### Power grid

The bar under the picture is 50 um long. Pins as bars on the die edge.
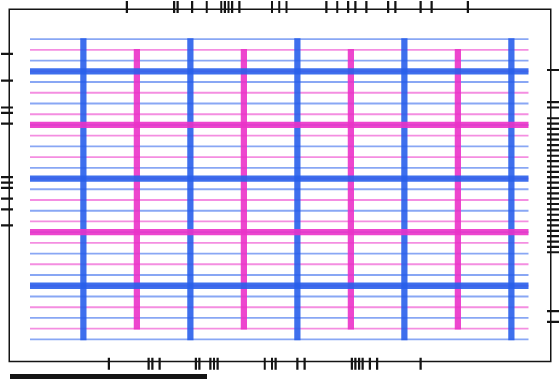
### Placement by cell class

The bar under the picture is 50 um long.
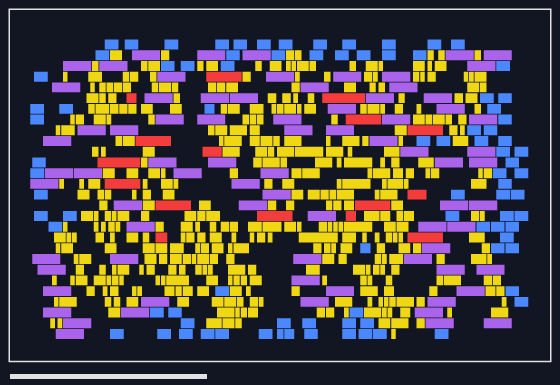
### Clock network drawn from the DEF

The bar under the picture is 50 um long.
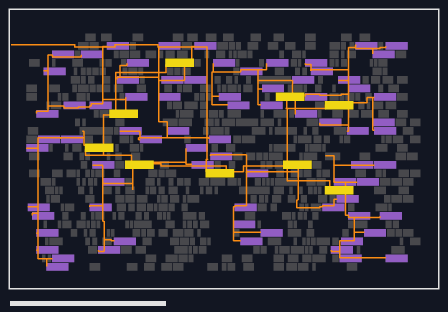
### Wiring by layer

Only two layers are drawn.
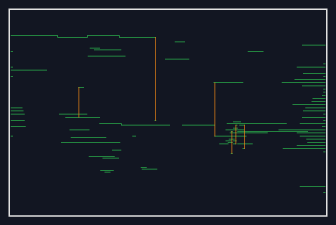
### Placement view

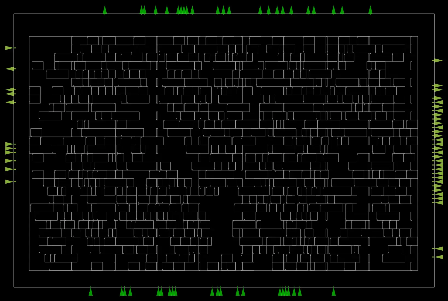
<file path="src/rtl/error_if.sv">
// Data/control bundle for the error-injection stage.
// The master side (pattern generator and controller) drives the word and controls.
// The slave side (the injector) returns the possibly corrupted word and its status.
interface error_if #(
    parameter int WIDTH = 8,
    parameter int CNT_W = 32
);
    logic [WIDTH-1:0] A;
    logic [WIDTH-1:0] B;
    logic [1:0]       mode;
    logic [WIDTH-1:0] mask;
    logic             inject;
    logic [15:0]      period;
    logic [7:0]       threshold;
    logic             err_flag;
    logic [CNT_W-1:0] err_count;

    modport master (
        output A, mode, mask, inject, period, threshold,
        input  B, err_flag, err_count
    );

    modport slave (
        input  A, mode, mask, inject, period, threshold,
        output B, err_flag, err_count
    );
endinterface

</file>
<file path="src/rtl/error.sv">
// Error-injection stage of the BER tester.
// Each word passes through with one clock of latency. Selected words have the
// bits of an error mask flipped, chosen by a single-shot, periodic or LFSR-random
// policy. A saturating counter tallies every bit flipped, so the downstream
// checker's count can be compared against it.
module error #(
    parameter int          WIDTH     = 8,
    parameter int          CNT_W     = 32,
    parameter logic [15:0] LFSR_SEED = 16'hACE1
) (
    input  logic clk,
    input  logic rst,
    error_if.slave bus
);
    typedef enum logic [1:0] {
        M_OFF      = 2'b00,
        M_SINGLE   = 2'b01,
        M_PERIODIC = 2'b10,
        M_RANDOM   = 2'b11
    } mode_e;

    logic [WIDTH-1:0] b_q;
    logic             flag_q;
    logic [CNT_W-1:0] cnt_q, cnt_d;
    logic [15:0]      wcnt_q, wcnt_d;
    logic [15:0]      lfsr_q, lfsr_d;
    logic             inj_q;
    logic             pending_q, pending_d;
    logic             first_q;

    logic [WIDTH-1:0] emask;
    logic             inj_edge;
    logic [CNT_W:0]   pop;
    logic [CNT_W:0]   sum;
    int unsigned      bitpos;

    assign inj_edge = bus.inject & ~inj_q;

    // Feedback from taps 16,14,13,11 (bits 15,13,12,10); the register shifts every clock.
    assign lfsr_d = {lfsr_q[14:0], lfsr_q[15] ^ lfsr_q[13] ^ lfsr_q[12] ^ lfsr_q[10]};

    // Choose this word's error mask and the next state of the policy counters.
    always_comb begin
        emask     = '0;
        wcnt_d    = '0;
        pending_d = 1'b0;
        bitpos    = 32'(lfsr_q[10:8]) % WIDTH;
        case (mode_e'(bus.mode))
            M_SINGLE: begin
                // A set pending bit means this word is the one to corrupt. The pending
                // bit clears here, but an edge in the same cycle arms it again.
                if (pending_q) emask = bus.mask;
                pending_d = inj_edge;
            end
            M_PERIODIC: begin
                if (bus.period != 16'd0 && wcnt_q == bus.period - 16'd1) begin
                    emask  = bus.mask;
                    wcnt_d = '0;
                end else begin
                    wcnt_d = wcnt_q + 16'd1;
                end
            end
            M_RANDOM: begin
                if (lfsr_q[7:0] < bus.threshold) emask = WIDTH'(1) << bitpos;
            end
            default: ;
        endcase
        // The first word after reset always passes through clean.
        if (first_q) emask = '0;
    end

    // Saturating bit-error tally.
    always_comb begin
        pop = '0;
        for (int i = 0; i < WIDTH; i++) pop = pop + (CNT_W+1)'(emask[i]);
        sum   = {1'b0, cnt_q} + pop;
        cnt_d = sum[CNT_W] ? {CNT_W{1'b1}} : sum[CNT_W-1:0];
    end

    // Registered datapath and state; reset takes priority over all other activity.
    always_ff @(posedge clk) begin
        if (rst) begin
            b_q       <= '0;
            flag_q    <= 1'b0;
            cnt_q     <= '0;
            wcnt_q    <= '0;
            lfsr_q    <= LFSR_SEED;
            inj_q     <= 1'b0;
            pending_q <= 1'b0;
            first_q   <= 1'b1;
        end else begin
            b_q       <= bus.A ^ emask;
            flag_q    <= |emask;
            cnt_q     <= cnt_d;
            wcnt_q    <= wcnt_d;
            lfsr_q    <= lfsr_d;
            inj_q     <= bus.inject;
            pending_q <= pending_d;
            first_q   <= 1'b0;
        end
    end

    assign bus.B         = b_q;
    assign bus.err_flag  = flag_q;
    assign bus.err_count = cnt_q;
endmodule

</file>
<file path="src/flat_wrapper.sv">
// flat-port wrapper written by rule: the top's interface ports become plain ports
module error_flat 
#(
    parameter int          WIDTH     = 8,
    parameter int          CNT_W     = 32,
    parameter logic [15:0] LFSR_SEED = 16'hACE1
)
  (clk, rst, bus_A, bus_mode, bus_mask, bus_inject, bus_period, bus_threshold, bus_B, bus_err_flag, bus_err_count);
  error_if #(.WIDTH(WIDTH), .CNT_W(CNT_W)) bus_i ();
  input  logic clk;
  input  logic rst;
  input wire logic [$bits(bus_i.A)-1:0] bus_A;
  input wire logic [$bits(bus_i.mode)-1:0] bus_mode;
  input wire logic [$bits(bus_i.mask)-1:0] bus_mask;
  input wire logic [$bits(bus_i.inject)-1:0] bus_inject;
  input wire logic [$bits(bus_i.period)-1:0] bus_period;
  input wire logic [$bits(bus_i.threshold)-1:0] bus_threshold;
  output wire logic [$bits(bus_i.B)-1:0] bus_B;
  output wire logic [$bits(bus_i.err_flag)-1:0] bus_err_flag;
  output wire logic [$bits(bus_i.err_count)-1:0] bus_err_count;
  assign bus_i.A = bus_A;
  assign bus_i.mode = bus_mode;
  assign bus_i.mask = bus_mask;
  assign bus_i.inject = bus_inject;
  assign bus_i.period = bus_period;
  assign bus_i.threshold = bus_threshold;
  assign bus_B = bus_i.B;
  assign bus_err_flag = bus_i.err_flag;
  assign bus_err_count = bus_i.err_count;
  error #(.WIDTH(WIDTH), .CNT_W(CNT_W), .LFSR_SEED(LFSR_SEED)) u_core (.clk(clk), .rst(rst), .bus(bus_i));
endmodule
</file>
<file path="config.mk">
export PLATFORM = sky130hd
export DESIGN_NAME = error_flat
export DESIGN_NICKNAME = d
export VERILOG_FILES = /design/src/rtl/error_if.sv /design/src/rtl/error.sv /design/src/flat_wrapper.sv
export SDC_FILE = /design/constraint.sdc
export NUM_CORES = 1
export LEC_CHECK = 0
export CAP_MARGIN = 15
export CORE_AREA = 5 5 132 84
export DETAILED_ROUTE_END_ITERATION = 12
export DIE_AREA = 0 0 137 89
export PLACE_DENSITY_LB_ADDON = 0.05
export SLEW_MARGIN = 30
export SYNTH_ARGS = -nofsm -noshare
export SYNTH_HDL_FRONTEND = slang
export SYNTH_SLANG_ARGS = --single-unit
</file>
<file path="constraint.sdc">
create_clock -name clk -period 16.1 [get_ports clk]
set_input_delay 2.415 -clock clk [delete_from_list [all_inputs] [get_ports clk]]
set_output_delay 2.415 -clock clk [all_outputs]
set_load 0.01 [all_outputs]
</file>
==> run_results.csv <==
group,metric,value,unit
cells_and_area,syn_to_final_growth,31.0,%
pwr,powerComb,43.3,uW
floorplan,chipArea,12200,um2
pwr,clkPwrFrac,48.3,%
critical_path,timing.rr.start,"u_core.wcnt_q[3]",
synthesis,flop_cell,"dfxtp_1",
final_timing,fmax,103,MHz
pwr,p_sw,102,uW
final_timing,slew_headroom,53.3,%
clocking,clockRootBuffer,"clkbuf_16",
grt,grt_pass1_vias,3468,
pwr,pg_clk,224,uW
final_timing,setup_tns,0,ns
final_timing,drv_slew,0,
pwr,peakVddDrop,0.0000579,V
clocking,cts_made_buffers,9,
floorplan,io_pins,86,
placed_design,place_ws,6.11,ns
synthesis,topCellsByArea,"dfxtp_1 36%, xor2_1 6.6%, ha_1 6.5%, xnor2_1 6.4%, a21oi_1 4.6%",
final_timing,clock_skew,0.00534,ns
critical_path,crit_path_start,"bus_period[0]",
placed_design,gp_congestion,0.909,
cells_and_area,layout-drive-gt1-share,8.17,%
final_timing,rsz0062_at_grt,"false",
pwr,maxPowerGroup,"clock",
synthesis,synth_cell_type_count,54,
drt,drc,0,
synthesis,syn_area_per_cell,8.69,um2
clocking,htreeDepth,3,
clocking,clk_pin_slew,0.06,ns
pwr,pg_seq,196,uW
grt,antenna_found_initial,0,
cells_and_area,n_antenna_cell,0,
pwr,p_per_area,83.3,nW/um2
placed_design,hpwl,8010,um
pwr,seqPwrFrac,42.3,%
outcome,status,"finished clean",
floorplan,initCoreUtil,44.0,%
Back to the opening pictures, 'Power grid':
| net | colour |
|---|---|
| VDD | magenta |
| VSS | blue |
met4 straps: 9
signal pins: 86
met1 rails: 29
rows: 28
met5 straps: 5

Back to the opening pictures, 'Placement by cell class':
| class | colour | cells | share of their area |
|---|---|---|---|
| other buffers and delay cells | blue | 88 | 16% |
| clock drivers and dummy loads | red | 16 | 6.2% |
| all other logic | yellow | 395 | 49% |
| flip-flops | purple | 76 | 28% |

Back to the opening pictures, 'Clock network drawn from the DEF':
[flip-flops] purple | count: 76
[clock wires] orange | length: 1,030 um
[cells driving clock nets] yellow | count: 9
flops lie: widely spread
routed clock nets: 10

Back to the opening pictures, 'Wiring by layer':
| layer | colour | wire length |
|---|---|---|
| met3 | green | 704 um |
| met4 | orange | 100 um |
routed wire length: 10,600 um
routed len/inst: 14.9 um
GRT Overall Usage: 17.5%

Back to the opening pictures, 'Placement view':
Seq/total area: 27.4%
Util after Layout: 57.7%
Well Taps: 135

-- synth_stat cells (all sizes together) (3+ instances only) --
library cell and instances:
inv 28, or2 9, xor2 32, and4 3, nor2 49, a21oi 39, mux2 9, mux2i 3
o21ai 8, ha 22, clkbuf 15, a21o 3, fa 4, nor3 12, or3 3, xnor2 31
nor4b 3, nand2b 10, and3 12, dfxtp 76, a32oi 3, nand4 13, nand2 27, nor2b 18
nor4 6, nand3 17
-- cells by family after synthesis --
| group | count (synthesis) | share of synthesized area [%] |
|---|---|---|
| mux | 12 | 3.10 |
| compound gates | 73 | 11.1 |
| xor+xnor | 63 | 13.0 |
| buf+inv | 45 | 4.16 |
| simple gates | 193 | 24.4 |
| flops | 76 | 35.9 |
| fa+ha+maj | 26 | 8.38 |
-- registers in the layout, summed over array words and instances (netlist names) --
name	cells
u_core.first_q	1
u_core.bus.err_flag	1
u_core.inj_q	1
u_core.lfsr_q	16
u_core.bus.err_count	32
u_core.wcnt_q	16
u_core.bus.B	8
u_core.pending_q	1
-- final cells by class --
type	instances	area, um2	share of cell area (%)
Clock buffer	11	253	4.55
Sequential cell	76	1520	27.4
Clock inverter	5	83.8	1.51
Inverter	28	105	1.89
Multi-Input combinational cell	367	2550	46.0
Timing Repair Buffer	88	868	15.6
Tap cell	135	169	3.04
-- metrics by stage --
| step | hold WS [ns] | cell area [um2] | power (mW) |
|---|---|---|---|
| floorplan | 0.374 | 4240 | 0.221 |
| global placement | 0.380 | 5210 | 0.242 |
| detailed placement | 0.387 | 5220 | 0.243 |
| CTS | 0.395 | 5560 | 0.468 |
| global route | 0.415 | 5560 | 0.481 |
| finish | 0.392 | 5560 | 0.463 |
-- routing by layer --
| metal | vias up | global-route usage [%] | part of all wire, % |
|---|---|---|---|
| li1 | 1844 | - | - |
| met1 | 1722 | 26.3 | 53 |
| met2 | 120 | 24.8 | 39 |
| met3 | 13 | 4.56 | 6.6 |
| met4 | 0 | 4.26 | 0.94 |
| met5 | - | 0 | 0 |
-- cell usage in the layout, fill, tap and decap left out, drive strengths merged, types with 10 or more instances in the layout --
cell	n
nand2b	10
xnor2	31
nand3	17
nor2	49
nand4	13
clkbuf	11
a21oi	39
nand2	27
inv	28
nor2b	18
dfxtp	76
nor3	12
clkdlybuf4s50	84
ha	22
and3	12
xor2	32
-- worst max-delay path, stage by stage --
cell,delay (ns)
clkdlybuf4s50_1,0.50
inv_1,0.10
ha_1,0.24
nor4b_1,0.52
nand4_1,0.25
mux2_2,0.28
o22ai_1,0.10
or4b_4,0.54
o41ai_4,0.44
a22oi_1,0.23
ha_1,0.32
inv_1,0.05
fa_1,0.51
fa_1,0.56
inv_1,0.06
fa_1,0.46
ha_1,0.25
fa_1,0.41
a21oi_1,0.17
o21bai_1,0.11
a21oi_1,0.30
nor4b_1,0.10
buf_4,0.17
and3_1,0.19
nand2b_2,0.46
a21oi_1,0.15
-- worst paths after layout --
| check | end | cells after the start | slack, ns |
|---|---|---|---|
| worst max-delay path | u_core.bus.err_count[16] | 26 | 6.39 |
| worst min-delay path | u_core.pending_q | 1 | 0.39 |
| worst max register to register | u_core.bus.err_count[16] | 23 | 9.27 |
| worst min register to register | u_core.pending_q | 1 | 0.39 |
Power is estimated from default activity; no workload was simulated.
